placement.png
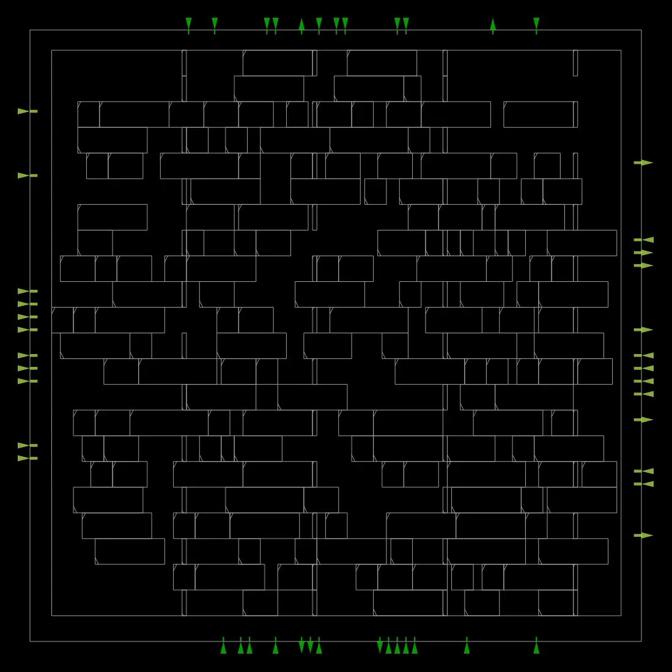
layer_met3.png
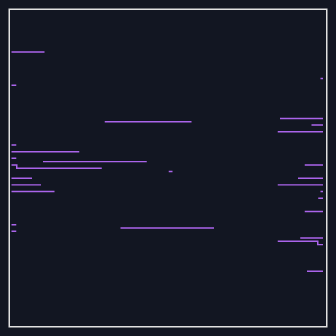
flops_by_reg.png
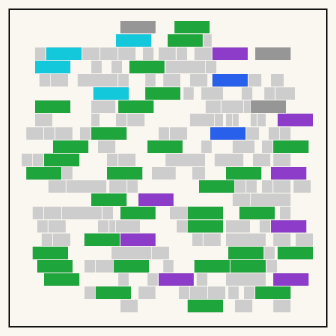
`src/rtl/mux_pkg.sv`:
```
// Shared constants and state encoding for the 4:1 lane serializer.
package mux_pkg;
  localparam int LANES = 4;
  localparam int IDX_W = 2;
  localparam logic [IDX_W-1:0] LAST_IDX = IDX_W'(LANES - 1);

  typedef enum logic {
    IDLE = 1'b0,
    SER  = 1'b1
  } state_e;
endpackage

```
`src/rtl/mux41_shadow_reg.sv`:
```
// Four-lane capture register (data + valid) with an indexed read port.
module mux41_shadow_reg
  import mux_pkg::*;
#(
  parameter int DATA_WIDTH = 8
) (
  input  logic                             clk,
  input  logic                             reset,
  input  logic                             en_i,
  input  logic [LANES-1:0][DATA_WIDTH-1:0] data_i,
  input  logic [LANES-1:0]                 valid_i,
  input  logic [IDX_W-1:0]                 rd_idx_i,
  output logic [DATA_WIDTH-1:0]            rd_data_o,
  output logic                             rd_valid_o
);

  logic [LANES-1:0][DATA_WIDTH-1:0] data_q;
  logic [LANES-1:0]                 valid_q;

  always_ff @(posedge clk) begin
    if (!reset) begin
      data_q  <= '0;
      valid_q <= '0;
    end else if (en_i) begin
      data_q  <= data_i;
      valid_q <= valid_i;
    end
  end

  assign rd_data_o  = data_q[rd_idx_i];
  assign rd_valid_o = valid_q[rd_idx_i];

endmodule

```
`src/rtl/mux_4to1_serializer.sv`:
```
// Serializes one 4-lane word onto a byte stream, lane 0 first, one slot per clk.
// States: IDLE | waiting for a word, outputs held at 0
//         SER  | emitting shadow lane idx each cycle
module mux_4to1_serializer
  import mux_pkg::*;
#(
  parameter int DATA_WIDTH = 8
) (
  input  logic                  clk,
  input  logic                  reset,
  input  logic [DATA_WIDTH-1:0] data_in0,
  input  logic [DATA_WIDTH-1:0] data_in1,
  input  logic [DATA_WIDTH-1:0] data_in2,
  input  logic [DATA_WIDTH-1:0] data_in3,
  input  logic                  valid_in0,
  input  logic                  valid_in1,
  input  logic                  valid_in2,
  input  logic                  valid_in3,
  input  logic                  load,
  output logic                  ready,
  output logic [DATA_WIDTH-1:0] data_out,
  output logic                  valid_out,
  output logic                  sof_out
);

  state_e                  state_q, state_d;
  logic [IDX_W-1:0]        idx_q, idx_d;
  logic [DATA_WIDTH-1:0]   data_out_q, data_out_d;
  logic                    valid_out_q, valid_out_d;
  logic                    sof_out_q, sof_out_d;
  logic                    accept;
  logic [DATA_WIDTH-1:0]   rd_data;
  logic                    rd_valid;

  // Ready at idx==3 lets a new word land on the same edge as the old lane 3.
  assign ready  = reset && ((state_q == IDLE) || (idx_q == LAST_IDX));
  assign accept = load && ready;

  mux41_shadow_reg #(
    .DATA_WIDTH(DATA_WIDTH)
  ) u_shadow (
    .clk       (clk),
    .reset     (reset),
    .en_i      (accept),
    .data_i    ({data_in3, data_in2, data_in1, data_in0}),
    .valid_i   ({valid_in3, valid_in2, valid_in1, valid_in0}),
    .rd_idx_i  (idx_q),
    .rd_data_o (rd_data),
    .rd_valid_o(rd_valid)
  );

  always_comb begin
    state_d     = state_q;
    idx_d       = idx_q;
    data_out_d  = '0;
    valid_out_d = 1'b0;
    sof_out_d   = 1'b0;
    case (state_q)
      IDLE: begin
        if (accept) begin
          state_d = SER;
          idx_d   = '0;
        end
      end
      SER: begin
        data_out_d  = rd_data;
        valid_out_d = rd_valid;
        sof_out_d   = (idx_q == '0);
        idx_d       = idx_q + 1'b1;
        if ((idx_q == LAST_IDX) && !accept) begin
          state_d = IDLE;
        end
      end
      default: state_d = IDLE;
    endcase
  end

  always_ff @(posedge clk) begin
    if (!reset) begin
      state_q     <= IDLE;
      idx_q       <= '0;
      data_out_q  <= '0;
      valid_out_q <= 1'b0;
      sof_out_q   <= 1'b0;
    end else begin
      state_q     <= state_d;
      idx_q       <= idx_d;
      data_out_q  <= data_out_d;
      valid_out_q <= valid_out_d;
      sof_out_q   <= sof_out_d;
    end
  end

  assign data_out  = data_out_q;
  assign valid_out = valid_out_q;
  assign sof_out   = sof_out_q;

endmodule

```
`config.mk`:
```
export PLATFORM = sky130hd
export DESIGN_NAME = mux_4to1_serializer
export DESIGN_NICKNAME = d
export VERILOG_FILES = /design/src/rtl/mux_pkg.sv /design/src/rtl/mux41_shadow_reg.sv /design/src/rtl/mux_4to1_serializer.sv
export SDC_FILE = /design/constraint.sdc
export NUM_CORES = 1
export LEC_CHECK = 0
export CAP_MARGIN = 20
export CORE_MARGIN = 2
export CORE_UTILIZATION = 55
export CTS_CLUSTER_SIZE = 14
export DETAILED_ROUTE_END_ITERATION = 10
export DONT_BUFFER_PORTS = 1
export PLACE_DENSITY = 0.77
export SETUP_SLACK_MARGIN = 0.15
export SLEW_MARGIN = 20
export SYNTH_ARGS = -nofsm -noshare
export SYNTH_HDL_FRONTEND = slang
export SYNTH_HIERARCHICAL = 1
export SYNTH_SLANG_ARGS = --single-unit
```
`constraint.sdc`:
```
create_clock -name clk -period 1.95 [get_ports clk]
set_input_delay 0.195 -clock clk [delete_from_list [all_inputs] [get_ports clk]]
set_output_delay 0.195 -clock clk [all_outputs]
set_load 0.02 [all_outputs]
```
==> Slide: Implementation Results <==
Implementation Results

Pwr
  • Power, Total: 0.001782 W
  • Sw Share: 0.2286
  • Power per Cell Area: 838.2 nW/um^2
  • Total combinational power: 0.000156 W
  • Part of the power in registers: 0.597
  • Internal: 0.001375 W

Cells and area
  • Non-clock buffer share of cell area: 0.01530
  • Dominant logic cell type in the layout: dfxtp_1
  • Biggest register: u_shadow/data_q
  • Area of the multi-input gates: 954.7 um^2
  • Design area: 2126 um^2
  • P&R area growth vs syn: 4.877%
  • Most frequent cells in the layout: dfxtp_1 (49), mux2i_1 (36), nor2b_1 (36)
  • Share of cells above drive strength 1: 0.1317
  • N_diodes: 0
  • Flop share of the area: 0.4614
  • Non-Clock Inverter Count: 4
  • Flip-flops: 49

Clocking
  • Post_cts resized: 1
  • Clock Sinks: 49
  • Clk root buf: clkbuf_8
  • Skew-Pair Late Insertion Delay: 0.29 ns
  • CTS buffer count: 5
  • CTS clock-pin slew for the worst setup and hold paths: 0.08 ns

Routing
  • DRC: 0
  • Post-DR vias/cell: 5.484
  • Top routing layer used: met4
  • Detail Route Antenna Nets: 0
  • Drt first-iter violations: 46

Setup path
  • Max incr delay on CP: 0.58 ns
  • Worst setup EP type: flop
  • Critical Path RT: 2.14 ns
  • Critical path data arrival time: 1.87 ns

Floorplan
  • Tap cell count: 48
  • I/O Pins: 50
  • Die extent in x: 64.71 um
  • Chip area: 4187 um^2

Logic synthesis
  • Post-synthesis cell count: 165
  • Mapped Area: 2027 um^2
  • Netlist cell types: 18
  • Post-synth top area share: 0.4840
  • Area leader, netlist: dfxtp_1
  • Synth Net Count: 206
  • Ys async rst share: 0

Placement
  • Dpl cells: 205
  • Buffers on Ports: 0

Global routing
  • First-pass GRT wire length: 5623 um
  • Met2 usage: 0.3003
  • GR Util All Layers: 0.1815

Final timing
  • # setup viols final: 0
  • Hold_ws: 0.02504 ns

Hold path
  • Hold path start: load

Outcome
  • Status: completed
About placement.png:
Layout Utilization: 0.5895
core region area: 3606 um^2

About layer_met3.png:
longest straight run: 20.9 um
share of all routed wire: 4.8%
nets with wire on the layer: 25
main direction: horizontal
wire length on this layer: 176 um
met3 usage: 0.06597
DRT Wirelength: 3706 um
detailed-route via count: 1179

About flops_by_reg.png:
[cyan] u_shadow/valid_q | flops: 4 | where: top left
[blue] idx_q | flops: 2
[purple] data_out | flops: 8
[green] u_shadow/data_q | flops: 32
not colored: 3
P_seq: 0.00106 W
Storage cell area: 980.9 um^2

No activity file was given, so power comes from the tool's default toggle rates.
